--- src/rtl/viterbi_frame_controller.sv ---
// Frame sequencer for the 64-state Viterbi decoder: packs coded bit pairs, strobes ACS steps,
// searches the best end state and launches traceback. Define VITERBI_ZERO_TAIL_EN to skip the search.
module viterbi_frame_controller #(
  parameter int MAX_LENGTH = 192,
  parameter int STATES     = 64,
  parameter int COST_W     = 8
) (
  input  logic              Clock,
  input  logic              Reset,
  input  logic              Start,
  input  logic [7:0]        Length,
  input  logic              InValid,
  input  logic              Input,
  output logic              InReady,
  output logic              Clear,
  output logic              AcsStart,
  output logic [1:0]        Pair,
  input  logic              AcsDone,
  output logic [7:0]        Step,
  output logic [5:0]        CostAddr,
  input  logic [COST_W-1:0] CostData,
  output logic              TbStart,
  output logic [5:0]        TbState,
  output logic [7:0]        TbLength,
  input  logic              TbDone,
  output logic              Busy,
  output logic              Done,
  output logic              Error
);

  localparam logic [8:0] MAX_LEN_9 = 9'(MAX_LENGTH);
  localparam logic [5:0] LAST_IDX  = 6'(STATES - 1);

  typedef enum logic [2:0] {
    S_IDLE, S_INIT, S_COLLECT, S_ACS, S_SCAN, S_TB, S_FIN
  } state_t;

  state_t      state, state_n;
  logic        first_r;
  logic        half_r;
  logic [7:0]  len_r;
  logic [7:0]  step_r;
  logic [1:0]  pair_r;
  logic [5:0]  tb_state_r;
  logic [7:0]  tb_len_r;
  logic        error_r;

  logic        start_req;
  logic        accept;
  logic        acs_done;
  logic        last_step;

  function automatic logic length_ok(input logic [7:0] len);
    return (len != 8'd0) && ({1'b0, len} <= MAX_LEN_9);
  endfunction

  assign start_req = (state == S_IDLE) && Start;
  assign accept    = (state == S_COLLECT) && InValid;
  // The AcsStart cycle itself never counts as completion.
  assign acs_done  = (state == S_ACS) && !first_r && AcsDone;
  assign last_step = ((step_r + 8'd1) == len_r);

`ifdef VITERBI_ZERO_TAIL_EN
  logic unused_cost;
  assign unused_cost = ^{CostData, LAST_IDX};
  assign CostAddr    = 6'd0;
`else
  logic [5:0]        scan_idx_r;
  logic [5:0]        min_idx_r;
  logic [COST_W-1:0] min_cost_r;
  logic              cost_less;
  logic              scan_last;
  logic [5:0]        best_idx;

  // Address 0 is already on the bus in the final ACS cycle, so CostData always
  // carries the entry for scan_idx_r and the address runs one ahead.
  assign CostAddr  = (state == S_SCAN) ? scan_idx_r + 6'd1 : 6'd0;
  assign cost_less = (CostData < min_cost_r);
  assign scan_last = (state == S_SCAN) && (scan_idx_r == LAST_IDX);
  assign best_idx  = cost_less ? scan_idx_r : min_idx_r;

  always_ff @(posedge Clock or posedge Reset) begin
    if (Reset) begin
      scan_idx_r <= 6'd0;
      min_idx_r  <= 6'd0;
      min_cost_r <= '1;
    end else if (acs_done) begin
      scan_idx_r <= 6'd0;
      min_idx_r  <= 6'd0;
      min_cost_r <= '1;
    end else if (state == S_SCAN) begin
      scan_idx_r <= scan_idx_r + 6'd1;
      if (cost_less) begin
        min_cost_r <= CostData;
        min_idx_r  <= scan_idx_r;
      end
    end
  end
`endif

  always_comb begin
    state_n = state;
    case (state)
      S_IDLE:    if (start_req && length_ok(Length)) state_n = S_INIT;
      S_INIT:    state_n = S_COLLECT;
      S_COLLECT: if (accept && half_r) state_n = S_ACS;
      S_ACS: begin
        if (acs_done) begin
`ifdef VITERBI_ZERO_TAIL_EN
          state_n = last_step ? S_TB : S_COLLECT;
`else
          state_n = last_step ? S_SCAN : S_COLLECT;
`endif
        end
      end
`ifndef VITERBI_ZERO_TAIL_EN
      S_SCAN:    if (scan_last) state_n = S_TB;
`endif
      S_TB:      if (TbDone) state_n = S_FIN;
      S_FIN:     state_n = S_IDLE;
      default:   state_n = S_IDLE;
    endcase
  end

  always_ff @(posedge Clock or posedge Reset) begin
    if (Reset) begin
      state      <= S_IDLE;
      first_r    <= 1'b0;
      half_r     <= 1'b0;
      len_r      <= 8'd0;
      step_r     <= 8'd0;
      pair_r     <= 2'b00;
      tb_state_r <= 6'd0;
      tb_len_r   <= 8'd0;
      error_r    <= 1'b0;
    end else begin
      state   <= state_n;
      first_r <= (state_n != state);
      error_r <= start_req && !length_ok(Length);
      if (start_req) len_r <= Length;
      if (state == S_INIT) begin
        step_r     <= 8'd0;
        half_r     <= 1'b0;
        tb_state_r <= 6'd0;
        tb_len_r   <= 8'd0;
      end
      if (accept) begin
        half_r <= ~half_r;
        if (!half_r) pair_r[1] <= Input;
        else         pair_r[0] <= Input;
      end
      if (acs_done) step_r <= step_r + 8'd1;
      if ((state_n == S_TB) && (state != S_TB)) tb_len_r <= len_r;
`ifndef VITERBI_ZERO_TAIL_EN
      if (scan_last) tb_state_r <= best_idx;
`endif
    end
  end

  assign InReady  = (state == S_COLLECT);
  assign Clear    = (state == S_INIT);
  assign AcsStart = (state == S_ACS) && first_r;
  assign TbStart  = (state == S_TB) && first_r;
  assign Busy     = (state != S_IDLE);
  assign Done     = (state == S_FIN);
  assign Error    = error_r;
  assign Pair     = pair_r;
  assign Step     = step_r;
  assign TbState  = tb_state_r;
  assign TbLength = tb_len_r;

endmodule

--- config.mk ---
export PLATFORM = sky130hd
export DESIGN_NAME = viterbi_frame_controller
export DESIGN_NICKNAME = d
export VERILOG_FILES = /design/src/rtl/viterbi_frame_controller.sv
export SDC_FILE = /design/constraint.sdc
export NUM_CORES = 1
export LEC_CHECK = 0
export ABC_AREA = 1
export CAP_MARGIN = 10
export CORE_MARGIN = 1
export CORE_UTILIZATION = 47
export CTS_CLUSTER_DIAMETER = 40
export DETAILED_ROUTE_END_ITERATION = 6
export HOLD_SLACK_MARGIN = 0.02
export PLACE_DENSITY = 0.72
export SLEW_MARGIN = 10
export SYNTH_ARGS = -nofsm -noshare
export SYNTH_HDL_FRONTEND = slang
export SYNTH_SLANG_ARGS = --single-unit
--- constraint.sdc ---
create_clock -name Clock -period 1.6 [get_ports Clock]
set_input_delay 0.32 -clock Clock [delete_from_list [all_inputs] [get_ports Clock]]
set_output_delay 0.32 -clock Clock [all_outputs]
set_load 0.01 [all_outputs]
**Run 1: sequential cells colored by netlist name**

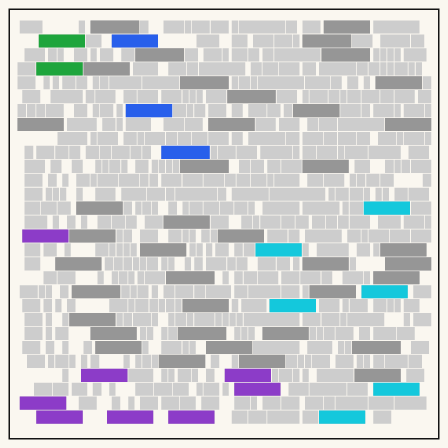
- `min_idx_r`: cyan (flops 6)
- `state`: blue (flops 3)
- `TbLength`: purple (flops 8)
- `Pair`: green (flops 2)
- not colored: 39

**Run 1: the clock network**

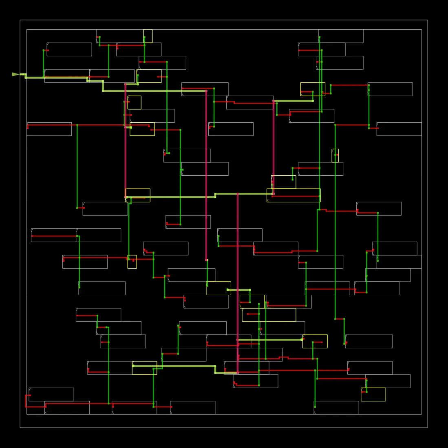
# clk buffers: 11
Clk power: 0.00159 W
Seq cells: 58
worst-skew pair later-pin latency: 0.36 ns
Clock Sinks: 58

**Run 1: gate-type map**

Scale bar: 20 µm.
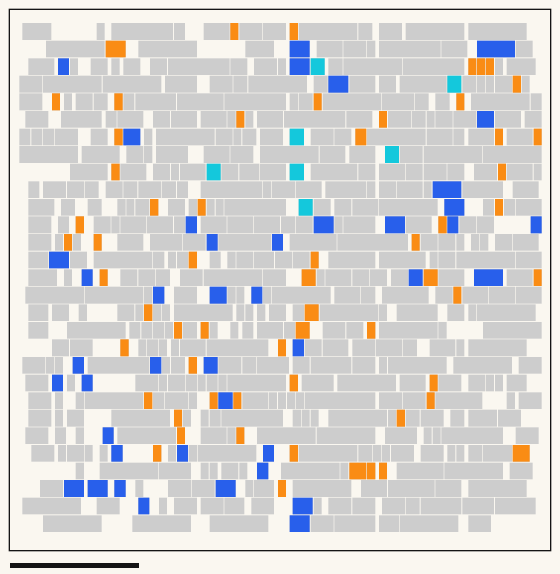
- inverting AOI/OAI gates: blue (cells 42; where widely spread)
- inverters: orange (cells 60; where widely spread)
- AND and OR gates: cyan (cells 7; where top middle)

**Run 1: I/O pins on the die edge**

Pins as bars across the die edge, other pins in gray.
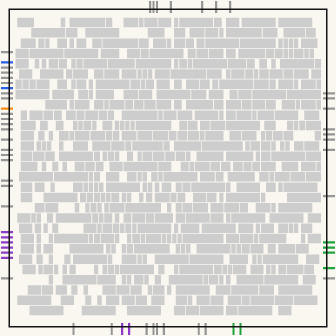
- `Pair`: blue (pins 2; direction output; edge left)
- `Length`: purple (pins 8; direction input; edge 6 left, 2 bottom)
- `TbStart`: orange (pins 1; direction output; edge left)
- `TbState`: green (pins 6; direction output; edge 4 right, 2 bottom)

==> CHANGELOG.md, run 1 <==
### Physical design

- Status: finished, violations left
- Violated checks: negative setup slack
- Top cells excl fill/tap: 91 x nand2_1, 54 x buf_4, 46 x dfrtp_1, 39 x inv_1, 35 x clkdlybuf4s50_1
- Clock skew: about 0.018 ns
- WL per Instance: about 19 µm
- Async set-or-reset flop fraction in the synthesized netlist: 1.00
- GRT overflow: 0
- Commonest Layout Cell: nand2_1
- Final Hold Viols: 0
- Post-synthesis chip area from yosys: 3130 µm²
- Max frequency: 515 MHz
- Flop area: around 1500 µm²
- Leakage Power: 2.72 nW
- Comb/total area: 0.386
- Initial antenna violation count: 0
- GRT Util Overall: 0.305
- Worst setup SP type: flip-flop
- IO Pins: ~60
- ANT cells: 0
- CTS tree: yes
- Clock buf/inv share: 0.0399
- RSZ-0062 raised after global routing: true
- Worst Tran Pin Value: 0.368 ns
- MUX area fraction: 0
- Tapcells: 77
- Pin count of the biggest net entering global routing: 26
- CP endpoint kind: output pin
- DP Worst Slack: -0.463 ns
- Slowest Stage Delay on Critical Path: 0.44 ns
- H-tree depth: 3
- P_seq: ~0.0023 W
- Reg clk slew, reported paths: 0.09 ns
- Switching share of power: 0.419
- Ratio of final minimum period to clock period: 1.21
- Detailed placement HPWL: 5.98 mm
- Cell Pwr Density: 1520 nW/µm²
- Top cells, area: dfrtp_1 40%, nand2_1 15%, nand3_1 9.0%
- Share of layout cells above drive strength 1: 0.466
- Final WS setup: -0.343 ns
- Cell area after layout: 5480 µm²
- Crit path kind: reg2out
- Power Total: 0.00835 W
- First-iteration detailed-routing DRC count: approximately 200
- First-pass GRT wire length: 16.6 mm
- Postcts setup bufs: 18
- Setup-failing EPs final: between 40 and 50
- Placer Congestion: around 0.86
- FP Util: 0.490
- Vias/cell: 5.51
- Adder-Cell Fraction of Synth Area: 0.0360
- First-pass DRT Iterations: 5
-- run 1: path summary, 6_finish.rpt --
path	startpoint	to	slack, ns	cells after the start
min reg2reg	min_cost_r[1]	min_cost_r[1]	0.48	2
max in group asynchronous	Reset	min_cost_r[3]	0.78	3
min in group Clock	min_cost_r[1]	min_cost_r[1]	0.48	2
min	Reset	scan_idx_r[2]	0.29	2
max	scan_idx_r[2]	CostAddr[3]	-0.34	5
max reg2reg	min_cost_r[5]	min_cost_r[4]	-0.27	9
-- run 1: per-layer routing --
metal | global-route usage | share of wire | vias to the layer above
li1 | - | - | 1600
met1 | 0.352 | 0.38 | 1679
met2 | 0.506 | 0.50 | 175
met3 | 0.0653 | 0.060 | 66
met4 | 0.214 | 0.061 | 0
met5 | 0 | 0 | -
--- run 2 (diff from run 1) ---
GPL_ROUTABILITY_DRIVEN = 0   (was default)
**Run 2: I/O pins on the die edge**

Pins as bars across the die edge, other pins in gray.
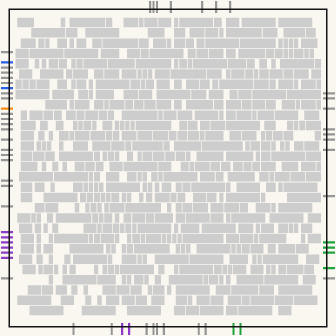
- `TbState`: green (pins 6; direction output; edge 4 right, 2 bottom)
- `Length`: purple (pins 8; direction input; edge 6 left, 2 bottom)
- `Pair`: blue (pins 2; direction output; edge left)
- `TbStart`: orange (pins 1; direction output; edge left)
- all pins by edge: 28 left, 13 right, 12 bottom, 7 top
Die X: 83.6 µm
Die Ht: 83.6 µm
# port buffers: 59

==> run 2 against run 1 <==
Compared with the run above:
- the flow still finishes with violations (negative setup slack)
- cell count unchanged
- global-route usage stayed put
- final area is the same
- die size unchanged
- critical endpoint unchanged
- largest cell class unchanged
==> CHANGELOG.md, run 2 <==
### Physical design

- Final Hold Viols: 0
- ANT cells: 0
- H-tree depth: 3
- Detailed placement HPWL: 5.98 mm
- First-iteration detailed-routing DRC count: about 200
- Top cells, area: dfrtp_1 40%, nand2_1 15%, nand3_1 9.0%
- Crit path kind: reg2out
- CP endpoint kind: output pin
- Clock skew: 0.0184 ns
- Seq cells: 58
- Met1 Use GR: 0.352
- Worst-skew pair later-pin latency: 0.36 ns
- Setup-failing EPs final: 43
- Worst Tran Pin Value: 0.368 ns
- Switching share of power: 0.419
- GRT overflow: 0
- RSZ-0062 raised after global routing: true
- Status: finished, violations left
- Pin count of the biggest net entering global routing: 26
- GR peak layer: met2
- Final WS setup: -0.343 ns
- Top cells excl fill/tap: 91 x nand2_1, 54 x buf_4, 46 x dfrtp_1, 39 x inv_1, 35 x clkdlybuf4s50_1
- Capturing point of the worst reg2reg path: min_cost_r[4]
- Flop area: 1470 µm²
- Slowest Stage Delay on Critical Path: 0.44 ns
- Met2 usage: 0.506
- CTS tree: yes
- Vias/cell: 5.51
- GRT Util Overall: 0.305
- Violated checks: negative setup slack
- FP Util: 0.490
- Clock Sinks: ~58
- Max frequency: 515 MHz
- Share of layout cells above drive strength 1: 0.466
- Top sig layer: met4
- DP Worst Slack: -0.463 ns
- Reg clk slew, reported paths: 0.09 ns
- Metal3 WL: 715 µm
**Run 2: gate-type map**

Scale bar: 20 µm.
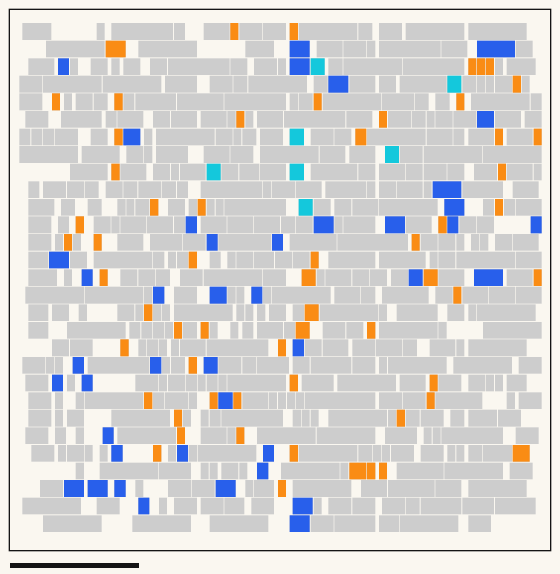
- inverters: orange (cells 60; where widely spread)
- AND and OR gates: cyan (cells 7; where top middle)
- inverting AOI/OAI gates: blue (cells 42; where widely spread)
Comb/total area: 0.386
Post-Layout Cell Count: 639

==> run 2: power groups by stage <==
stage                     Sequential [W]  Clock [W]  Combinational, W
after floorplan                  0.00223          0           0.00148
after global placement           0.00221          0           0.00254
after detailed placement         0.00222          0           0.00261
after CTS                        0.00222    0.00154           0.00343
after global routing             0.00234    0.00164           0.00472
final                            0.00231    0.00159           0.00445
==> run 2: cells by family (layout without fill, tap and decap cells) <==
logic type               after synthesis  in the layout  share of synthesized area
AND/OR/NAND/NOR                      232            232                      0.325
flip-flops                            58             58                      0.467
adder cells (fa/ha/maj)                9              9                     0.0360
XOR/XNOR                               2              2                     0.0100
AND-OR/OR-AND                         44             44                     0.0768
buffers and inverters                 66            217                     0.0844
Power figures rest on the tool's default switching activity, not on a simulated workload.
